## src/rtl/qos_pkg.sv

```systemverilog
// rtl/qos_pkg.sv - shared state encodings, arbiter modes and word-field helpers
// Contents: state_e (RESET/INIT/IDLE/ACTIVE), ARB_SP/ARB_RR, dest_of(), vc_of().
package qos_pkg;

    typedef enum logic [1:0] {
        ST_RESET  = 2'd0,
        ST_INIT   = 2'd1,
        ST_IDLE   = 2'd2,
        ST_ACTIVE = 2'd3
    } state_e;

    localparam int ARB_SP = 0;
    localparam int ARB_RR = 1;

    // Destination field: top dst_w bits of the word.
    function automatic logic [31:0] dest_of(logic [63:0] word, int data_w, int dst_w);
        return 32'((word >> (data_w - dst_w)) & ((64'd1 << dst_w) - 64'd1));
    endfunction

    // VC field: the vc_w bits directly below the destination field.
    function automatic logic [31:0] vc_of(logic [63:0] word, int data_w, int dst_w, int vc_w);
        return 32'((word >> (data_w - dst_w - vc_w)) & ((64'd1 << vc_w) - 64'd1));
    endfunction

endpackage

```

## src/rtl/qos_vc_router_if.sv

```systemverilog
// rtl/qos_vc_router_if.sv - ingress/egress bus of the QoS VC router
// master: drives Main_wr, Main_data_in, D_rd; observes Main_full, Main_pause, D_data_out, D_empty.
// slave : the router side of the same signals.
interface qos_vc_router_if #(
    parameter int DATA_W   = 6,
    parameter int NUM_DEST = 2
);
    logic                       Main_wr;
    logic [DATA_W-1:0]          Main_data_in;
    logic                       Main_full;
    logic                       Main_pause;
    logic [NUM_DEST-1:0]        D_rd;
    logic [NUM_DEST*DATA_W-1:0] D_data_out;
    logic [NUM_DEST-1:0]        D_empty;

    modport master (
        output Main_wr, Main_data_in, D_rd,
        input  Main_full, Main_pause, D_data_out, D_empty
    );

    modport slave (
        input  Main_wr, Main_data_in, D_rd,
        output Main_full, Main_pause, D_data_out, D_empty
    );
endinterface

```

## src/rtl/qos_sync_fifo.sv

```systemverilog
// rtl/qos_sync_fifo.sv - synchronous show-ahead FIFO with registered count
// Ports: clk, reset_L (async active-low), wr/rd requests, data_in, data_out (head, 0 when empty),
//        count, empty, full, err_of (write while full), err_uf (read while empty).
module qos_sync_fifo #(
    parameter int DATA_W = 6,
    parameter int DEPTH  = 8
) (
    input  logic                       clk,
    input  logic                       reset_L,
    input  logic                       wr,
    input  logic                       rd,
    input  logic [DATA_W-1:0]          data_in,
    output logic [DATA_W-1:0]          data_out,
    output logic [$clog2(DEPTH):0]     count,
    output logic                       empty,
    output logic                       full,
    output logic                       err_of,
    output logic                       err_uf
);
    localparam int AW = $clog2(DEPTH);
    localparam int CW = AW + 1;

    logic [DATA_W-1:0] r_mem [DEPTH];
    logic [AW-1:0]     r_wr_ptr;
    logic [AW-1:0]     r_rd_ptr;
    logic [CW-1:0]     r_count;
    logic              w_do_wr;
    logic              w_do_rd;

    assign empty    = (r_count == '0);
    assign full     = (r_count == CW'(DEPTH));
    assign count    = r_count;
    // Rejected requests leave pointers untouched and only raise the error pulse.
    assign w_do_wr  = wr && !full;
    assign w_do_rd  = rd && !empty;
    assign err_of   = wr && full;
    assign err_uf   = rd && empty;
    assign data_out = empty ? '0 : r_mem[r_rd_ptr];

    always_ff @(posedge clk) begin
        if (w_do_wr) begin
            r_mem[r_wr_ptr] <= data_in;
        end
    end

    always_ff @(posedge clk or negedge reset_L) begin
        if (!reset_L) begin
            r_wr_ptr <= '0;
            r_rd_ptr <= '0;
            r_count  <= '0;
        end else begin
            if (w_do_wr) begin
                r_wr_ptr <= r_wr_ptr + AW'(1);
            end
            if (w_do_rd) begin
                r_rd_ptr <= r_rd_ptr + AW'(1);
            end
            unique case ({w_do_wr, w_do_rd})
                2'b10:   r_count <= r_count + CW'(1);
                2'b01:   r_count <= r_count - CW'(1);
                default: r_count <= r_count;
            endcase
        end
    end
endmodule

```

## src/rtl/qos_vc_router.sv

```systemverilog
// rtl/qos_vc_router.sv - Main FIFO -> VC FIFOs -> egress FIFOs router with threshold backpressure
// Ports: clk, reset_L (async active-low), init, umbral_alto (almost-full threshold),
//        bus (slave: Main_wr/Main_data_in/Main_full/Main_pause/D_rd/D_data_out/D_empty),
//        VC_empty, error_out {D, VC, Main overflow, Main underflow}, state, idle_out.
module qos_vc_router
    import qos_pkg::*;
#(
    parameter int DATA_W     = 6,
    parameter int NUM_VC     = 4,
    parameter int NUM_DEST   = 2,
    parameter int MAIN_DEPTH = 8,
    parameter int VC_DEPTH   = 16,
    parameter int DEST_DEPTH = 4,
    parameter int ARB_MODE   = ARB_SP,
    localparam int VC_W      = $clog2(NUM_VC),
    localparam int DST_W     = $clog2(NUM_DEST),
    localparam int CNT_W     = $clog2(VC_DEPTH) + 1
) (
    input  logic                           clk,
    input  logic                           reset_L,
    input  logic                           init,
    input  logic [CNT_W-1:0]               umbral_alto,
    qos_vc_router_if.slave                 bus,
    output logic [NUM_VC-1:0]              VC_empty,
    output logic [2+NUM_VC+NUM_DEST-1:0]   error_out,
    output logic [1:0]                     state,
    output logic                           idle_out
);
    localparam int MAIN_CW = $clog2(MAIN_DEPTH) + 1;
    localparam int DEST_CW = $clog2(DEST_DEPTH) + 1;
    localparam int ERR_W   = 2 + NUM_VC + NUM_DEST;

    state_e            r_state;
    state_e            w_state_nxt;
    logic [CNT_W-1:0]  r_thr;
    logic [VC_W-1:0]   r_rr_last;
    logic [ERR_W-1:0]  r_err;

    logic w_live;
    logic w_run;
    logic w_any_data;
    int   w_thr_main;
    int   w_thr_vc;
    int   w_thr_dest;

    // Main FIFO
    logic [DATA_W-1:0]  w_main_head;
    logic [MAIN_CW-1:0] w_main_count;
    logic               w_main_empty;
    logic               w_main_full;
    logic               w_main_of;
    logic               w_main_uf;
    logic [VC_W-1:0]    w_main_vc;
    logic               w_main_pop;

    // VC FIFOs
    logic [DATA_W-1:0]  w_vc_head  [NUM_VC];
    logic [CNT_W-1:0]   w_vc_count [NUM_VC];
    logic [DST_W-1:0]   w_vc_dst   [NUM_VC];
    logic [NUM_VC-1:0]  w_vc_empty;
    logic [NUM_VC-1:0]  w_vc_full;
    logic [NUM_VC-1:0]  w_vc_of;
    logic [NUM_VC-1:0]  w_vc_uf;
    logic [NUM_VC-1:0]  w_vc_elig;

    // Arbiter
    logic               w_gnt_valid;
    logic [VC_W-1:0]    w_gnt_idx;
    logic [VC_W-1:0]    w_idx;
    logic [DST_W-1:0]   w_gnt_dst;
    logic [DATA_W-1:0]  w_gnt_word;

    // Egress FIFOs
    logic [DATA_W-1:0]          w_d_head  [NUM_DEST];
    logic [DEST_CW-1:0]         w_d_count [NUM_DEST];
    logic [NUM_DEST-1:0]        w_d_empty;
    logic [NUM_DEST-1:0]        w_d_full;
    logic [NUM_DEST-1:0]        w_d_of;
    logic [NUM_DEST-1:0]        w_d_uf;
    logic [NUM_DEST*DATA_W-1:0] w_d_data;

    assign w_live = (r_state != ST_RESET);
    assign w_run  = (r_state == ST_IDLE) || (r_state == ST_ACTIVE);

    // A threshold above a FIFO's depth behaves as the depth itself, so "count < threshold"
    // also guarantees the FIFO is not full.
    always_comb begin
        w_thr_main = (int'(r_thr) > MAIN_DEPTH) ? MAIN_DEPTH : int'(r_thr);
        w_thr_vc   = (int'(r_thr) > VC_DEPTH)   ? VC_DEPTH   : int'(r_thr);
        w_thr_dest = (int'(r_thr) > DEST_DEPTH) ? DEST_DEPTH : int'(r_thr);
    end

    qos_sync_fifo #(.DATA_W(DATA_W), .DEPTH(MAIN_DEPTH)) u_main_fifo (
        .clk      (clk),
        .reset_L  (reset_L),
        .wr       (w_live && bus.Main_wr),
        .rd       (w_main_pop),
        .data_in  (bus.Main_data_in),
        .data_out (w_main_head),
        .count    (w_main_count),
        .empty    (w_main_empty),
        .full     (w_main_full),
        .err_of   (w_main_of),
        .err_uf   (w_main_uf)
    );

    assign w_main_vc  = VC_W'(vc_of(64'(w_main_head), DATA_W, DST_W, VC_W));
    assign w_main_pop = w_run && !w_main_empty && !w_vc_full[w_main_vc]
                        && (int'(w_vc_count[w_main_vc]) < w_thr_vc);

    for (genvar gi = 0; gi < NUM_VC; gi++) begin : g_vc
        qos_sync_fifo #(.DATA_W(DATA_W), .DEPTH(VC_DEPTH)) u_vc_fifo (
            .clk      (clk),
            .reset_L  (reset_L),
            .wr       (w_main_pop && (w_main_vc == VC_W'(gi))),
            .rd       (w_gnt_valid && (w_gnt_idx == VC_W'(gi))),
            .data_in  (w_main_head),
            .data_out (w_vc_head[gi]),
            .count    (w_vc_count[gi]),
            .empty    (w_vc_empty[gi]),
            .full     (w_vc_full[gi]),
            .err_of   (w_vc_of[gi]),
            .err_uf   (w_vc_uf[gi])
        );
        assign w_vc_dst[gi]  = DST_W'(dest_of(64'(w_vc_head[gi]), DATA_W, DST_W));
        assign w_vc_elig[gi] = w_run && !w_vc_empty[gi] && !w_d_full[w_vc_dst[gi]]
                               && (int'(w_d_count[w_vc_dst[gi]]) < w_thr_dest);
    end

    // Search order: VC0 upward in strict-priority mode, or starting just after the last
    // granted VC in round-robin mode. Index arithmetic wraps because NUM_VC is a power of 2.
    always_comb begin
        w_gnt_valid = 1'b0;
        w_gnt_idx   = '0;
        w_idx       = '0;
        for (int k = 0; k < NUM_VC; k++) begin
            w_idx = (ARB_MODE == ARB_RR) ? VC_W'(int'(r_rr_last) + 1 + k) : VC_W'(k);
            if (!w_gnt_valid && w_vc_elig[w_idx]) begin
                w_gnt_valid = 1'b1;
                w_gnt_idx   = w_idx;
            end
        end
    end

    assign w_gnt_dst  = w_vc_dst[w_gnt_idx];
    assign w_gnt_word = w_vc_head[w_gnt_idx];

    for (genvar gj = 0; gj < NUM_DEST; gj++) begin : g_dest
        qos_sync_fifo #(.DATA_W(DATA_W), .DEPTH(DEST_DEPTH)) u_dest_fifo (
            .clk      (clk),
            .reset_L  (reset_L),
            .wr       (w_gnt_valid && (w_gnt_dst == DST_W'(gj))),
            .rd       (w_live && bus.D_rd[gj]),
            .data_in  (w_gnt_word),
            .data_out (w_d_head[gj]),
            .count    (w_d_count[gj]),
            .empty    (w_d_empty[gj]),
            .full     (w_d_full[gj]),
            .err_of   (w_d_of[gj]),
            .err_uf   (w_d_uf[gj])
        );
    end

    always_comb begin
        w_d_data = '0;
        for (int j = 0; j < NUM_DEST; j++) begin
            w_d_data[j*DATA_W +: DATA_W] = w_d_head[j];
        end
    end

    assign w_any_data = !w_main_empty || !(&w_vc_empty) || !(&w_d_empty);

    always_comb begin
        w_state_nxt = r_state;
        unique case (r_state)
            ST_RESET:  w_state_nxt = ST_INIT;
            ST_INIT:   if (!init) w_state_nxt = ST_IDLE;
            ST_IDLE: begin
                if (init)                             w_state_nxt = ST_INIT;
                else if (w_any_data || bus.Main_wr)   w_state_nxt = ST_ACTIVE;
            end
            ST_ACTIVE: begin
                if (init)                             w_state_nxt = ST_INIT;
                else if (!w_any_data && !bus.Main_wr) w_state_nxt = ST_IDLE;
            end
            default:   w_state_nxt = ST_RESET;
        endcase
    end

    always_ff @(posedge clk or negedge reset_L) begin
        if (!reset_L) begin
            r_state   <= ST_RESET;
            r_thr     <= '0;
            r_rr_last <= VC_W'(NUM_VC - 1);
            r_err     <= '0;
        end else begin
            r_state <= w_state_nxt;
            if (r_state == ST_INIT) begin
                r_thr <= umbral_alto;
            end
            if (w_gnt_valid) begin
                r_rr_last <= w_gnt_idx;
            end
            // Errors are wiped on the edge that enters INIT and accumulate otherwise.
            if (r_state != ST_INIT && w_state_nxt == ST_INIT) begin
                r_err <= '0;
            end else begin
                r_err <= r_err | {w_d_of | w_d_uf, w_vc_of | w_vc_uf, w_main_of, w_main_uf};
            end
        end
    end

    assign bus.Main_full  = w_main_full;
    assign bus.Main_pause = w_live && (int'(w_main_count) >= w_thr_main);
    assign bus.D_data_out = w_d_data;
    assign bus.D_empty    = w_d_empty;
    assign VC_empty       = w_vc_empty;
    assign error_out      = r_err;
    assign state          = r_state;
    assign idle_out       = (r_state == ST_IDLE);
endmodule

```

## src/flat_wrapper.sv

```systemverilog
// flat-port wrapper written by rule: the top's interface ports become plain ports
module qos_vc_router_flat import qos_pkg::*;
#(
    parameter int DATA_W     = 6,
    parameter int NUM_VC     = 4,
    parameter int NUM_DEST   = 2,
    parameter int MAIN_DEPTH = 8,
    parameter int VC_DEPTH   = 16,
    parameter int DEST_DEPTH = 4,
    parameter int ARB_MODE   = ARB_SP,
    localparam int VC_W      = $clog2(NUM_VC),
    localparam int DST_W     = $clog2(NUM_DEST),
    localparam int CNT_W     = $clog2(VC_DEPTH) + 1
)
  (clk, reset_L, init, umbral_alto, VC_empty, error_out, state, idle_out, bus_Main_wr, bus_Main_data_in, bus_D_rd, bus_Main_full, bus_Main_pause, bus_D_data_out, bus_D_empty);
  qos_vc_router_if #(.DATA_W(DATA_W), .NUM_DEST(NUM_DEST)) bus_i ();
  input  logic clk;
  input  logic reset_L;
  input  logic init;
  input  logic [CNT_W-1:0] umbral_alto;
  output logic [NUM_VC-1:0] VC_empty;
  output logic [2+NUM_VC+NUM_DEST-1:0] error_out;
  output logic [1:0] state;
  output logic idle_out;
  input wire logic [$bits(bus_i.Main_wr)-1:0] bus_Main_wr;
  input wire logic [$bits(bus_i.Main_data_in)-1:0] bus_Main_data_in;
  input wire logic [$bits(bus_i.D_rd)-1:0] bus_D_rd;
  output wire logic [$bits(bus_i.Main_full)-1:0] bus_Main_full;
  output wire logic [$bits(bus_i.Main_pause)-1:0] bus_Main_pause;
  output wire logic [$bits(bus_i.D_data_out)-1:0] bus_D_data_out;
  output wire logic [$bits(bus_i.D_empty)-1:0] bus_D_empty;
  assign bus_i.Main_wr = bus_Main_wr;
  assign bus_i.Main_data_in = bus_Main_data_in;
  assign bus_i.D_rd = bus_D_rd;
  assign bus_Main_full = bus_i.Main_full;
  assign bus_Main_pause = bus_i.Main_pause;
  assign bus_D_data_out = bus_i.D_data_out;
  assign bus_D_empty = bus_i.D_empty;
  qos_vc_router #(.DATA_W(DATA_W), .NUM_VC(NUM_VC), .NUM_DEST(NUM_DEST), .MAIN_DEPTH(MAIN_DEPTH), .VC_DEPTH(VC_DEPTH), .DEST_DEPTH(DEST_DEPTH), .ARB_MODE(ARB_MODE)) u_core (.clk(clk), .reset_L(reset_L), .init(init), .umbral_alto(umbral_alto), .bus(bus_i), .VC_empty(VC_empty), .error_out(error_out), .state(state), .idle_out(idle_out));
endmodule
```

## config.mk

```make
export PLATFORM = sky130hd
export DESIGN_NAME = qos_vc_router_flat
export DESIGN_NICKNAME = d
export VERILOG_FILES = /design/src/rtl/qos_pkg.sv /design/src/rtl/qos_vc_router_if.sv /design/src/rtl/qos_sync_fifo.sv /design/src/rtl/qos_vc_router.sv /design/src/flat_wrapper.sv
export SDC_FILE = /design/constraint.sdc
export NUM_CORES = 1
export LEC_CHECK = 0
export CAP_MARGIN = 20
export CORE_ASPECT_RATIO = 0.5
export CORE_MARGIN = 8
export CORE_UTILIZATION = 56
export DETAILED_ROUTE_END_ITERATION = 7
export PLACE_DENSITY = 0.79
export SKIP_CTS_REPAIR_TIMING = 1
export SLEW_MARGIN = 15
export SYNTH_ARGS = -nofsm -noshare
export SYNTH_HDL_FRONTEND = slang
export SYNTH_SLANG_ARGS = --single-unit
```

## constraint.sdc

```tcl
create_clock -name clk -period 6.2 [get_ports clk]
set_input_delay 1.86 -clock clk [delete_from_list [all_inputs] [get_ports clk]]
set_output_delay 1.86 -clock clk [all_outputs]
set_load 0.1 [all_outputs]
```

**Run 1: M1 wires**

Supply wires on this layer in grey.
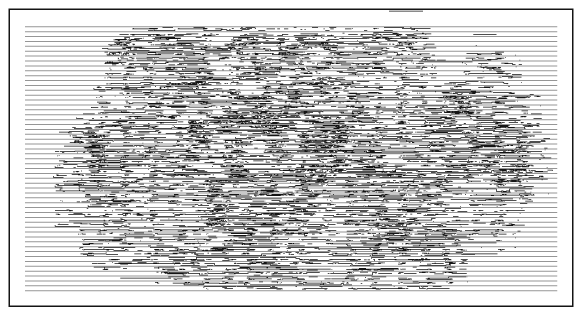
main direction: horizontal
nets with wire on the layer: 1514
share of all routed wire: 42%
longest straight run: 68.1 um
overall routed net length: 50.7 mm
via count: 12900
met1 layer usage reported by global route: 0.267

**Run 1: met2 routing**

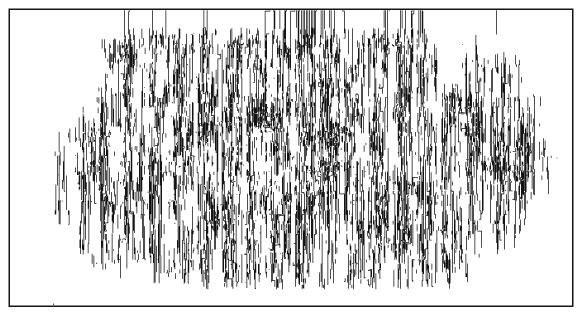
wire length on this layer: 24.9 mm
main direction: vertical
nets with wire on the layer: 1410
longest straight run: 70.7 um
share of all routed wire: 49%
met2 demand-to-capacity share in global routing: 0.334

**Run 1: met3 routing**

Scale bar: 100 um. Cells faint in the background.
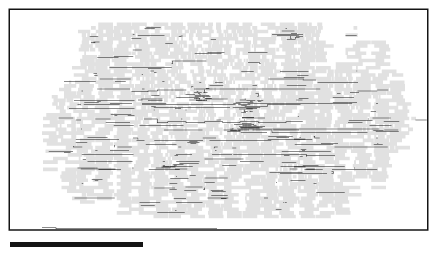
share of all routed wire: 7.4%
longest straight run: 121 um
wire length on this layer: 3740 um
main direction: horizontal
nets with wire on the layer: 181
met3 Resource Use GR: 0.0402

==> flow_results.org, run 1 <==
#+TITLE: Implementation results

** Outcome
- Result of the run :: finished clean

** GRT
- Entering global routing, the biggest net connects approximately 70 pins.
- Via count of the first global-routing pass :: 13500

** Synthesis
- XOR-XNOR Cells, Area Fraction :: 0.0227
- Area fraction in mux cells :: 0.139
- Library cell with the largest summed area after synthesis :: sky130_fd_sc_hd__edfxtp_1
- A synthesized cell averages between 15 and 20 um2.
- The number of cells reported by Yosys stat comes to 1423.
- Post-synthesis chip area from yosys :: 24700 um2
- Most popular library cell in the synthesized design by count :: sky130_fd_sc_hd__edfxtp_1
- Grouping non-sequential cells by family puts the most area in multiplexers.
- Fa+ha+maj area frac :: 0.0381
- Ys async rst share :: 0.159
- Number of nets at floorplan :: 1510

** Run
- Max Cap Viol :: 0
- Number of warnings in the stage logs :: 44

** Critical path
- The launch point of the worst register-to-register path is recorded as u_core.g_vc[1].u_vc_fifo.r_rd_ptr[2].
- Category of the most critical setup path :: reg -> reg
- Worst Path Max Fanout :: 11
- Arrival time of data at the critical path endpoint :: 6110 ps
- Register-to-register setup slack :: between 500 and 600 ps
- Counting stages on the worst path, the most repeated cell is sky130_fd_sc_hd__inv_1.
- Standard cell with the maximum stage delay on the critical path :: sky130_fd_sc_hd__dfrtp_1
- Broken down by cell family, the worst path's largest delay share belongs to multiplexers.
- Per the post-run analysis, buffers plus inverters along the critical path come to 3.

** Cells and area
- Number of nets in the layout :: about 1600
- The top cell types in the final layout, fill and taps aside, are 480 x sky130_fd_sc_hd__edfxtp_1, 131 x sky130_fd_sc_hd__mux4_2, 90 x sky130_fd_sc_hd__dfrtp_1.
- Area of all placed cells without fillers :: between 20000 and 30000 um2

** Clock tree
- Buffer type at the clock tree root :: sky130_fd_sc_hd__clkbuf_16
- TritonCTS built the clock tree.

** Min path
- Worst min path class :: reg -> reg

** Die
- Floorplan die width :: 313 um

** Detailed routing
- For this block, the initial DRC count from the detailed router was approximately 1300.

** Placement
- According to the dpl log, the detail-placed design has an HPWL of roughly 34 mm.
## run 1: cell type report
type | count | area, um2 | share of cell area
sequential | 571 | 16700 | 0.612
multi-input combinational | 730 | 7490 | 0.275
clock buffer | 66 | 1320 | 0.0484
tap | 588 | 736 | 0.0270
timing repair buffer | 78 | 698 | 0.0256
inverter | 51 | 191 | 0.00702
clock inverter | 19 | 146 | 0.00537
## run 1: sequential cells by signal (all words and copies together) (netlist names), 5 cells and up
register,flops
u_core.g_vc.u_vc_fifo.r_rd_ptr,16
u_core.g_dest.u_dest_fifo.count,6
u_core.error_out,8
u_core.g_vc.u_vc_fifo.r_mem,384
u_core.r_thr,5
u_core.u_main_fifo.r_mem,48
u_core.g_vc.u_vc_fifo.count,20
u_core.g_vc.u_vc_fifo.r_wr_ptr,16
u_core.g_dest.u_dest_fifo.r_mem,48
==> inputs of run 2 (changes only) <==
Settings changed: CORE_MARGIN 8 to 1.5.
**Run 2: the metal 4 layer**

Supply wires on this layer in grey. Cells faint in the background.
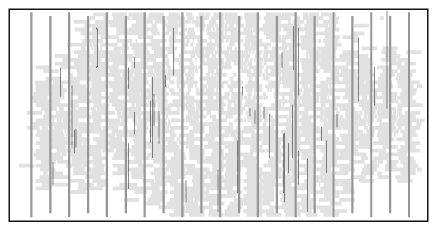
nets with wire on the layer: 24
share of all routed wire: 2.0%

**Run 2: met2 routing**

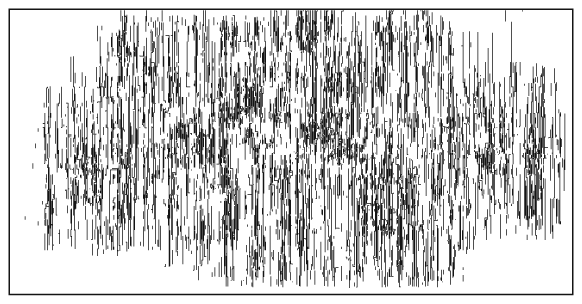
main direction: vertical
share of all routed wire: 49%
longest straight run: 51.2 um

==> flow_results.org, run 2 <==
#+TITLE: Implementation results

** Outcome
- Result of the run :: finished clean

** Critical path
- Standard cell with the maximum stage delay on the critical path :: sky130_fd_sc_hd__dfrtp_1
- Register-to-register setup slack :: around 490 ps
- Data on the critical path arrives at its endpoint at approximately 6100 ps.
- Worst Path Max Fanout :: 11
- Looking at the setup timing report, the critical path kind is reg -> reg.
- R2R Path Start :: u_core.g_vc[1].u_vc_fifo.r_rd_ptr[2]
- Per STA, the library cell used most along the worst path is sky130_fd_sc_hd__inv_1.

** Die
- Floorplan die width :: between 200 and 300 um

** Synthesis
- Number of nets at floorplan :: around 1500
- Library cell with the largest summed area after synthesis :: sky130_fd_sc_hd__edfxtp_1
- The cell-mix breakdown from Yosys lists the adder-cell area share as 0.0381.
- XOR-XNOR Cells, Area Fraction :: 0.0227
- The synthesis report gives the async set-or-reset register share as 0.159.
- Post-synthesis chip area from yosys :: approximately 25000 um2
- After synthesis, the share of cell area in mux cells is 0.139.

** Cells and area
- Register name with the most flops :: u_core.g_vc.u_vc_fifo.r_mem
- Leaving out fill and tap cells, the most frequent cells in the layout are 480 x sky130_fd_sc_hd__edfxtp_1, 131 x sky130_fd_sc_hd__mux4_2, 90 x sky130_fd_sc_hd__dfrtp_1.
- The register with the most flip-flops in the layout has 384 of them.
- According to the finish report, the design has a final net count of ~1600.
- After routing the design area is about 27000 um2.
- The largest registers in the layout are u_core.g_vc.u_vc_fifo.r_mem (384), u_core.g_dest.u_dest_fifo.r_mem (48), u_core.u_main_fifo.r_mem (48).
- Summing all multi-input logic gate instances after layout gives between 7000 and 8000 um2.
- Per the layout area report, the register area comes to between 15000 and 20000 um2.

** Run
- Number of warnings in the stage logs :: about 44

** GRT
- Entering global routing, the biggest net connects between 70 and 80 pins.
- Met3 Resource Use GR :: 0.0389
- Met1 layer usage reported by global route :: 0.319

** Clock tree
- TritonCTS clock tree :: yes

** Min path
- Worst min path class :: reg -> reg

** Detailed routing
- Via count :: between 10000 and 15000
- Overall routed net length :: approximately 50 mm
- Once iteration 0 of detailed routing completed, the report listed around 1400 DRC markers.

** Placement
- Hpwl dp :: 33.5 mm
## run 2: netlist changes by cell type in the layout (fill, tap and decap cells not counted), moves of 2 or more
cell                       previous run  this run
sky130_fd_sc_hd__buf_4               31        29
sky130_fd_sc_hd__clkbuf_1            14        16
sky130_fd_sc_hd__clkbuf_8             3         7
sky130_fd_sc_hd__clkinv_2             7         4
sky130_fd_sc_hd__inv_6                1         3
## run 2: critical path, delay by kind of cell (launching register included)
kind	cells	cell delay (ps)
compound gates	4	920
xor+xnor	2	370
fa+ha+maj	3	1060
buf+inv	3	280
flops	1	740
mux	3	1380
simple gates	3	810
## run 2: cell type report
class,count,area share
Inverter,51,0.00700
Tap cell,588,0.0269
Sequential cell,571,0.611
Multi-Input combinational cell,730,0.274
Clock buffer,72,0.0506
Timing Repair Buffer,76,0.0250
Clock inverter,18,0.00563
==> inputs of run 3 (changes only) <==
Settings changed: CTS_CLUSTER_DIAMETER set to 150.
**Run 3: clock nets**

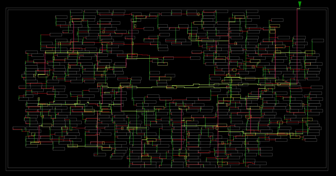
clock buffers created by TritonCTS: 49
clock latency on the worst-skew pair: 570 ps
clk_buf instances: 72
clock tree skew after final layout: 19.7 ps

**Run 3: met3 routing**

Scale bar: 100 um. Cells faint in the background.
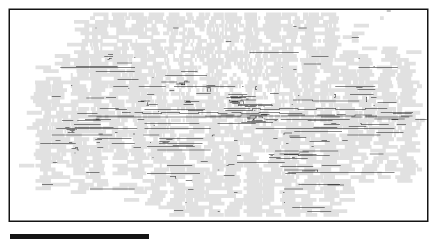
wire length on this layer: 3260 um
nets with wire on the layer: 154
longest straight run: 110 um
main direction: horizontal
via count: 12900
overall routed net length: 50.7 mm
met3 Resource Use GR: 0.0389

==> flow_results.org, run 3 <==
#+TITLE: Implementation results

** Outcome
- The run finished with clean final reports.

** Synthesis
- Post-synthesis chip area from yosys :: between 20000 and 25000 um2
- Number of nets at floorplan :: 1510
- Average size of a mapped cell :: 17.3 um2

** Run
- Warnings raised by the tools during the run amount to ~44.
- Max-cap violations in this run came to 0.

** Cells and area
- Register name with the most flops :: u_core.g_vc.u_vc_fifo.r_mem
- The multi-input combinational cells in the finished layout cover a total of 7500 um2.
- The library cells used most frequently in the layout, excluding fill and tap cells, are 480 x sky130_fd_sc_hd__edfxtp_1, 131 x sky130_fd_sc_hd__mux4_2, 90 x sky130_fd_sc_hd__dfrtp_1.
- Area taken by flip-flops and latches :: about 17000 um2

** Clock tree
- Buffer type at the clock tree root :: sky130_fd_sc_hd__clkbuf_16

** Min path
- According to the hold report, the worst path is of the reg -> reg type.

** GRT
- The via count of the first global-routing pass is 13300.
- Met1 layer usage reported by global route :: 0.319

** Critical path
- CP top delay family :: multiplexers
- Most Frequent Cell on Critical Path :: sky130_fd_sc_hd__inv_1
- The worst-case reg-to-reg setup slack stands at approximately 490 ps.
- Arrival time of data at the critical path endpoint :: 6130 ps

** Die
- Floorplan die width :: between 200 and 300 um

** Placement
- Hpwl dp :: ~34 mm
==> run 3: cell families after synthesis <==
family,Yosys count,share of synthesized area
AND-OR/OR-AND,119,0.0351
XOR/XNOR,64,0.0227
adder cells (fa/ha/maj),71,0.0381
buffers and inverters,122,0.0212
flip-flops,571,0.677
multiplexers,176,0.139
AND/OR/NAND/NOR,300,0.0669
==> run 3: final cells by class <==
cell class / count / share of cell area
inverters: 51 / 0.00700
clock buffers: 72 / 0.0506
clock inverters: 18 / 0.00563
multi-input cells: 730 / 0.274
repair buffers: 76 / 0.0250
flip-flops and latches: 571 / 0.611
well taps: 588 / 0.0269
==> run 3: worst register-to-register path, delay by kind of cell, from the launching register on <==
family	cells	cell delay, ps
compound gates	4	920
xor+xnor	2	370
fa+ha+maj	3	1070
buf+inv	3	280
flops	1	740
mux	3	1380
simple gates	3	810
